File: src/rtl/riscv_pkg.sv
// rtl/riscv_pkg.sv - shared RISC-V pipeline types and widths for the fetch stage
package riscv_pkg;

   localparam int DATA_WIDTH  = 32;
   localparam int INSTR_BYTES = 4;

   typedef enum logic [1:0] {FS_REQ, FS_WAIT, FS_HOLD} fetch_state_t;

endpackage

File: src/rtl/fetch_perf_counters.sv
// rtl/fetch_perf_counters.sv - fetch-stage event counters, present only with FETCH_CTRL_PERF_EN
module fetch_perf_counters (
   input  logic        clk,
   input  logic        rst,
   input  logic        fetched_evt,
   input  logic        stall_evt,
   input  logic        squash_evt,
   output logic [31:0] perf_fetched,
   output logic [31:0] perf_stall,
   output logic [31:0] perf_squashed
);

   // Counters wrap naturally at 2^32.
   always_ff @(posedge clk) begin
      if (rst) begin
         perf_fetched  <= '0;
         perf_stall    <= '0;
         perf_squashed <= '0;
      end else begin
         if (fetched_evt) perf_fetched  <= perf_fetched + 32'd1;
         if (stall_evt)   perf_stall    <= perf_stall + 32'd1;
         if (squash_evt)  perf_squashed <= perf_squashed + 32'd1;
      end
   end

endmodule

File: src/rtl/fetch_ctrl.sv
// rtl/fetch_ctrl.sv - PC owner and single-outstanding imem fetch sequencer feeding decode
// Optional performance counters are built when FETCH_CTRL_PERF_EN is defined.
module fetch_ctrl #(
   parameter int                    DATA_WIDTH = riscv_pkg::DATA_WIDTH,
   parameter logic [DATA_WIDTH-1:0] RESET_PC   = '0
) (
   input  logic                  clk,
   input  logic                  rst,
   output logic                  imem_req_valid,
   input  logic                  imem_req_ready,
   output logic [DATA_WIDTH-1:0] imem_addr,
   input  logic                  imem_rsp_valid,
   input  logic [DATA_WIDTH-1:0] imem_rsp_data,
   input  logic                  redirect_valid,
   input  logic [DATA_WIDTH-1:0] redirect_pc,
   output logic [DATA_WIDTH-1:0] instruction,
   output logic [DATA_WIDTH-1:0] pc,
   output logic                  valid,
   input  logic                  ready,
   output logic [31:0]           perf_fetched,
   output logic [31:0]           perf_stall,
   output logic [31:0]           perf_squashed
);
   import riscv_pkg::*;

   fetch_state_t          state_q, state_d;
   logic                  kill_q, kill_d;
   logic                  capture;
   logic [DATA_WIDTH-1:0] pc_q;
   logic [DATA_WIDTH-1:0] instr_q;
   logic [DATA_WIDTH-1:0] pc_out_q;
   logic [DATA_WIDTH-1:0] redirect_target;
   logic                  unused_redirect_low;

   assign redirect_target     = {redirect_pc[DATA_WIDTH-1:2], 2'b00};
   assign unused_redirect_low = ^redirect_pc[1:0];

   always_ff @(posedge clk) begin
      if (rst) begin
         state_q <= FS_REQ;
         kill_q  <= 1'b0;
      end else begin
         state_q <= state_d;
         kill_q  <= kill_d;
      end
   end

   // kill marks an accepted request whose response belongs to the wrong path.
   always_comb begin
      state_d = state_q;
      kill_d  = kill_q;
      capture = 1'b0;
      case (state_q)
         FS_REQ: begin
            if (imem_req_ready) begin
               state_d = FS_WAIT;
               kill_d  = redirect_valid;
            end
         end
         FS_WAIT: begin
            if (imem_rsp_valid) begin
               state_d = FS_REQ;
               kill_d  = 1'b0;
               if (!redirect_valid && !kill_q) begin
                  state_d = FS_HOLD;
                  capture = 1'b1;
               end
            end else if (redirect_valid) begin
               kill_d = 1'b1;
            end
         end
         FS_HOLD: begin
            if (redirect_valid || ready) state_d = FS_REQ;
         end
         default: state_d = FS_REQ;
      endcase
   end

   always_comb begin
      imem_req_valid = (state_q == FS_REQ);
      imem_addr      = pc_q;
      valid          = (state_q == FS_HOLD);
      instruction    = instr_q;
      pc             = pc_out_q;
   end

   always_ff @(posedge clk) begin
      if (rst) begin
         pc_q     <= RESET_PC;
         instr_q  <= '0;
         pc_out_q <= '0;
      end else begin
         if (redirect_valid) pc_q <= redirect_target;
         else if (capture)   pc_q <= pc_q + DATA_WIDTH'(INSTR_BYTES);
         if (capture) begin
            instr_q  <= imem_rsp_data;
            pc_out_q <= pc_q;
         end
      end
   end

`ifdef FETCH_CTRL_PERF_EN
   logic fetched_evt, stall_evt, squash_evt;

   assign fetched_evt = valid && ready;
   assign stall_evt   = valid && !ready;
   assign squash_evt  = ((state_q == FS_WAIT) && imem_rsp_valid && kill_q) ||
                        ((state_q == FS_HOLD) && redirect_valid);

   fetch_perf_counters u_perf (
      .clk           (clk),
      .rst           (rst),
      .fetched_evt   (fetched_evt),
      .stall_evt     (stall_evt),
      .squash_evt    (squash_evt),
      .perf_fetched  (perf_fetched),
      .perf_stall    (perf_stall),
      .perf_squashed (perf_squashed)
   );
`else
   assign perf_fetched  = 32'd0;
   assign perf_stall    = 32'd0;
   assign perf_squashed = 32'd0;
`endif

endmodule

File: config.mk
export PLATFORM = sky130hd
export DESIGN_NAME = fetch_ctrl
export DESIGN_NICKNAME = d
export VERILOG_FILES = /design/src/rtl/riscv_pkg.sv /design/src/rtl/fetch_perf_counters.sv /design/src/rtl/fetch_ctrl.sv
export SDC_FILE = /design/constraint.sdc
export NUM_CORES = 1
export LEC_CHECK = 0
export CAP_MARGIN = 25
export CORE_MARGIN = 2
export CORE_UTILIZATION = 38
export DETAILED_ROUTE_END_ITERATION = 10
export PLACE_DENSITY = 0.79
export SLEW_MARGIN = 20
export SYNTH_ARGS = -nofsm -noshare
export SYNTH_HDL_FRONTEND = slang
export SYNTH_SLANG_ARGS = --single-unit
File: constraint.sdc
create_clock -name clk -period 2.1 [get_ports clk]
set_input_delay 0.63 -clock clk [delete_from_list [all_inputs] [get_ports clk]]
set_output_delay 0.63 -clock clk [all_outputs]
set_load 0.02 [all_outputs]
run_1/sizing.png
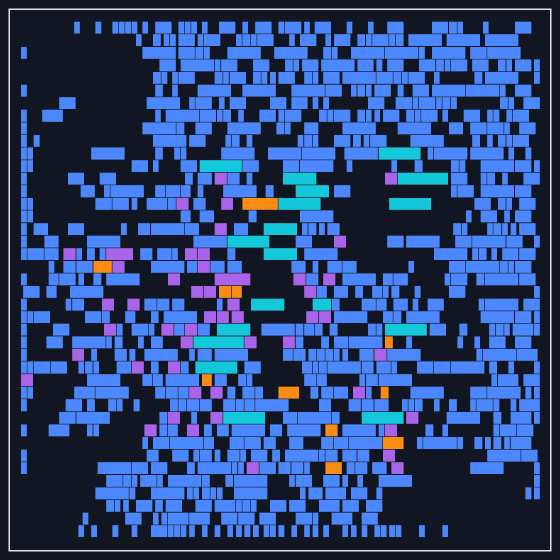
Purple shows x3 and x4, cells 50, share 6.2%, most used buf_4. Cyan shows x6 and larger, cells 18, share 2.2%, most used clkbuf_16. Orange shows x2, cells 11, share 1.4%. Blue shows x1 and smaller, cells 727, share 90%, most used clkdlybuf4s50_1.

run_1/gates.png
Scale bar: 20 microns.
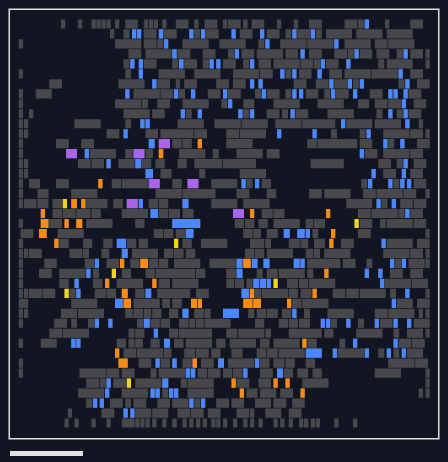
Yellow shows inv cells, cells 7, most used inv_1. Orange shows nor cells, cells 39, most used nor2_1. Blue shows nand cells, cells 165, most used nand2_1, where all over the die. Purple shows xor and xnor cells, cells 7, most used xor2_1.
non-filler cells, final: 978
fraction of area in multi-input gates: 0.344

==> reports/summary.json, run 1 <==
{
  "cp.required_ns": 1.47,
  "sequential_group_share_of_total_power": 0.432,
  "insertion_delay_ns": 0.34,
  "post_synth_main_logic_family": "simple AND/OR/NAND/NOR gates",
  "hold_slack_ns": 0.453,
  "buffer_area_frac": 0.303,
  "min-delay-start": "instruction[7]$_SDFFE_PP0P_",
  "largest_net_degree_at_the_start_of_global_routing": 44,
  "placed_cells_incl_taps": 960,
  "syn-mean-instance-area_sq_um": 7.82,
  "postSynthSeqShare": 0.394,
  "maxCapViolations": 0,
  "cts_hold_repair.buffers": 0,
  "max-clock-path-buffers": 2,
  "non_clock_buffer_count": 213,
  "netSwitchingFraction": 0.275,
  "drt_pass1_iterations": 4,
  "critical_path.endpoint": "imem_addr[9]",
  "met1_length_mm": 5.88,
  "cp_cell_sequence": "clkdlybuf4s50_1",
  "hold_path_end": "instruction[7]$_SDFFE_PP0P_",
  "outcome": "complete, no violations",
  "number_of_global_route_vias_before_repair": 4003,
  "met1_usage": 0.242,
  "timing.final.crit_share": 0.976,
  "diodes": 0,
  "synth_warn": 0,
  "number_of_flops_mapped_to_enable_cells_by_yosys": 0,
  "largest_class": "multi-input combinational cells",
  "min_period_ns": 2.05,
  "initial_core_util": 0.386,
  "fmaxAchievable_mhz": 488,
  "critical_path_startpoint_category": "flip-flop",
  "cts_sinks": 95,
  "root_buffer": "clkbuf_16",
  "largestPowerGroup": "registers",
  "cts_setup_buffers": 1,
  "ff_type": "dfxtp_1",
  "numSequentialCells": 95,
  "reg2reg_setup_slack_ns": 0.16,
  "grt_antenna_before_repair": 0,
  "largest_register_ffs": 32,
  "drt-total-wl_mm": 13.5,
  "synth-area-yosys_sq_mm": 0.00483,
  "placement_rows": 41,
  "pre_cts_ws_ns": -0.555,
  "die.size.y_microns": 117,
  "layout.cells.most_common_list": "139 x clkdlybuf4s50_1, 136 x nand2_1, 100 x conb_1",
  "worst_setup_hold_path_clk_slew_ns": 0.07,
  "drc_errors": 0,
  "via_count": 4605,
  "worst_setup_path_startpoint": "imem_addr[9]$_SDFFE_PP0P_",
  "synth_dominant_cell_count": "nand2_1",
  "ctsHtreeMaxLevel": 3,
  "yosys.area_share.xor_xnor": 0.0127,
  "taps": 172,
  "syn2layout_area_growth_pct": 44.2,
  "gpl.final_weighted_congestion": 0.812,
  "fillers": 1161,
  "synth_simple_gate_area_share": 0.235,
  "final-hold-violation-count": 0,
  "core_utilization_of_the_finished_layout": 0.556,
  "largest_area_cell": "dfxtp_1",
  "ios": 264,
  "cts-buffers-inserted": 9,
  "grt_first_pass_wirelength_mm": 20.1,
  "synthAdderAreaFrac": 0.00259
}
run_1/clock_wires.png
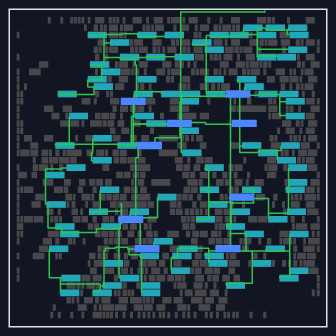
Cyan shows flip-flops, count 95. Green shows clock wires, length 1180 microns. Blue shows clock-net drivers, count 9.
There are 10 routed clock nets.
setup clock skew after layout: 0.00741 ns
power of the clock network: 1.74 mW
Clk network pwr share: 0.389

==> run 2: changes to the inputs <==
- GPL_ROUTABILITY_DRIVEN: not set -> 1
run_2/clock_wires.png
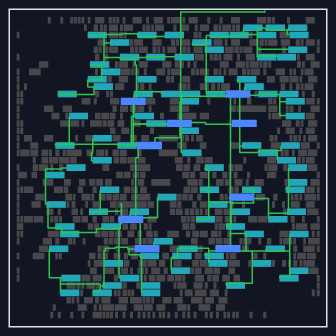
Cyan shows flip-flops, count 95. Blue shows clock-net drivers, count 9. Green shows clock wires, length 1180 microns.
Position of the flops: all over the die.
clock latency of the later-clocked register in the worst-skew pair: 0.34 ns

==> reports/summary.json, run 2 <==
{
  "post_synth_main_logic_family": "simple AND/OR/NAND/NOR gates",
  "largestPowerGroup": "registers",
  "drc_errors": 0,
  "timing.final.crit_share": 0.976,
  "core_utilization_of_the_finished_layout": 0.556,
  "yosys.area_share.xor_xnor": 0.0127,
  "layout.cells.most_common_list": "139 x clkdlybuf4s50_1, 136 x nand2_1, 100 x conb_1",
  "min_period_ns": 2.05,
  "cts_sinks": 95,
  "number_of_global_route_vias_before_repair": 4003,
  "synth-area-yosys_sq_mm": 0.00483,
  "skew_ns": 0.00741,
  "via_count": 4605,
  "met1_length_mm": 5.88,
  "syn-mean-instance-area_sq_um": 7.82,
  "ff_type": "dfxtp_1",
  "root_buffer": "clkbuf_16",
  "non_clock_buffer_count": 213,
  "min-delay-start": "instruction[7]$_SDFFE_PP0P_",
  "taps": 172,
  "postSynthSeqShare": 0.394,
  "cp_cell_sequence": "clkdlybuf4s50_1",
  "cp.required_ns": 1.47,
  "netSwitchingFraction": 0.275,
  "stdcell_count": 978,
  "worst_setup_hold_path_clk_slew_ns": 0.07,
  "max-clock-path-buffers": 2,
  "maxCapViolations": 0,
  "critical_path_startpoint_category": "flip-flop",
  "outcome": "complete, no violations",
  "numSequentialCells": 95,
  "fillers": 1161,
  "synth_dominant_cell_count": "nand2_1",
  "buffer_area_frac": 0.303,
  "final-hold-violation-count": 0
}
Power is estimated from default activity; no workload was simulated.
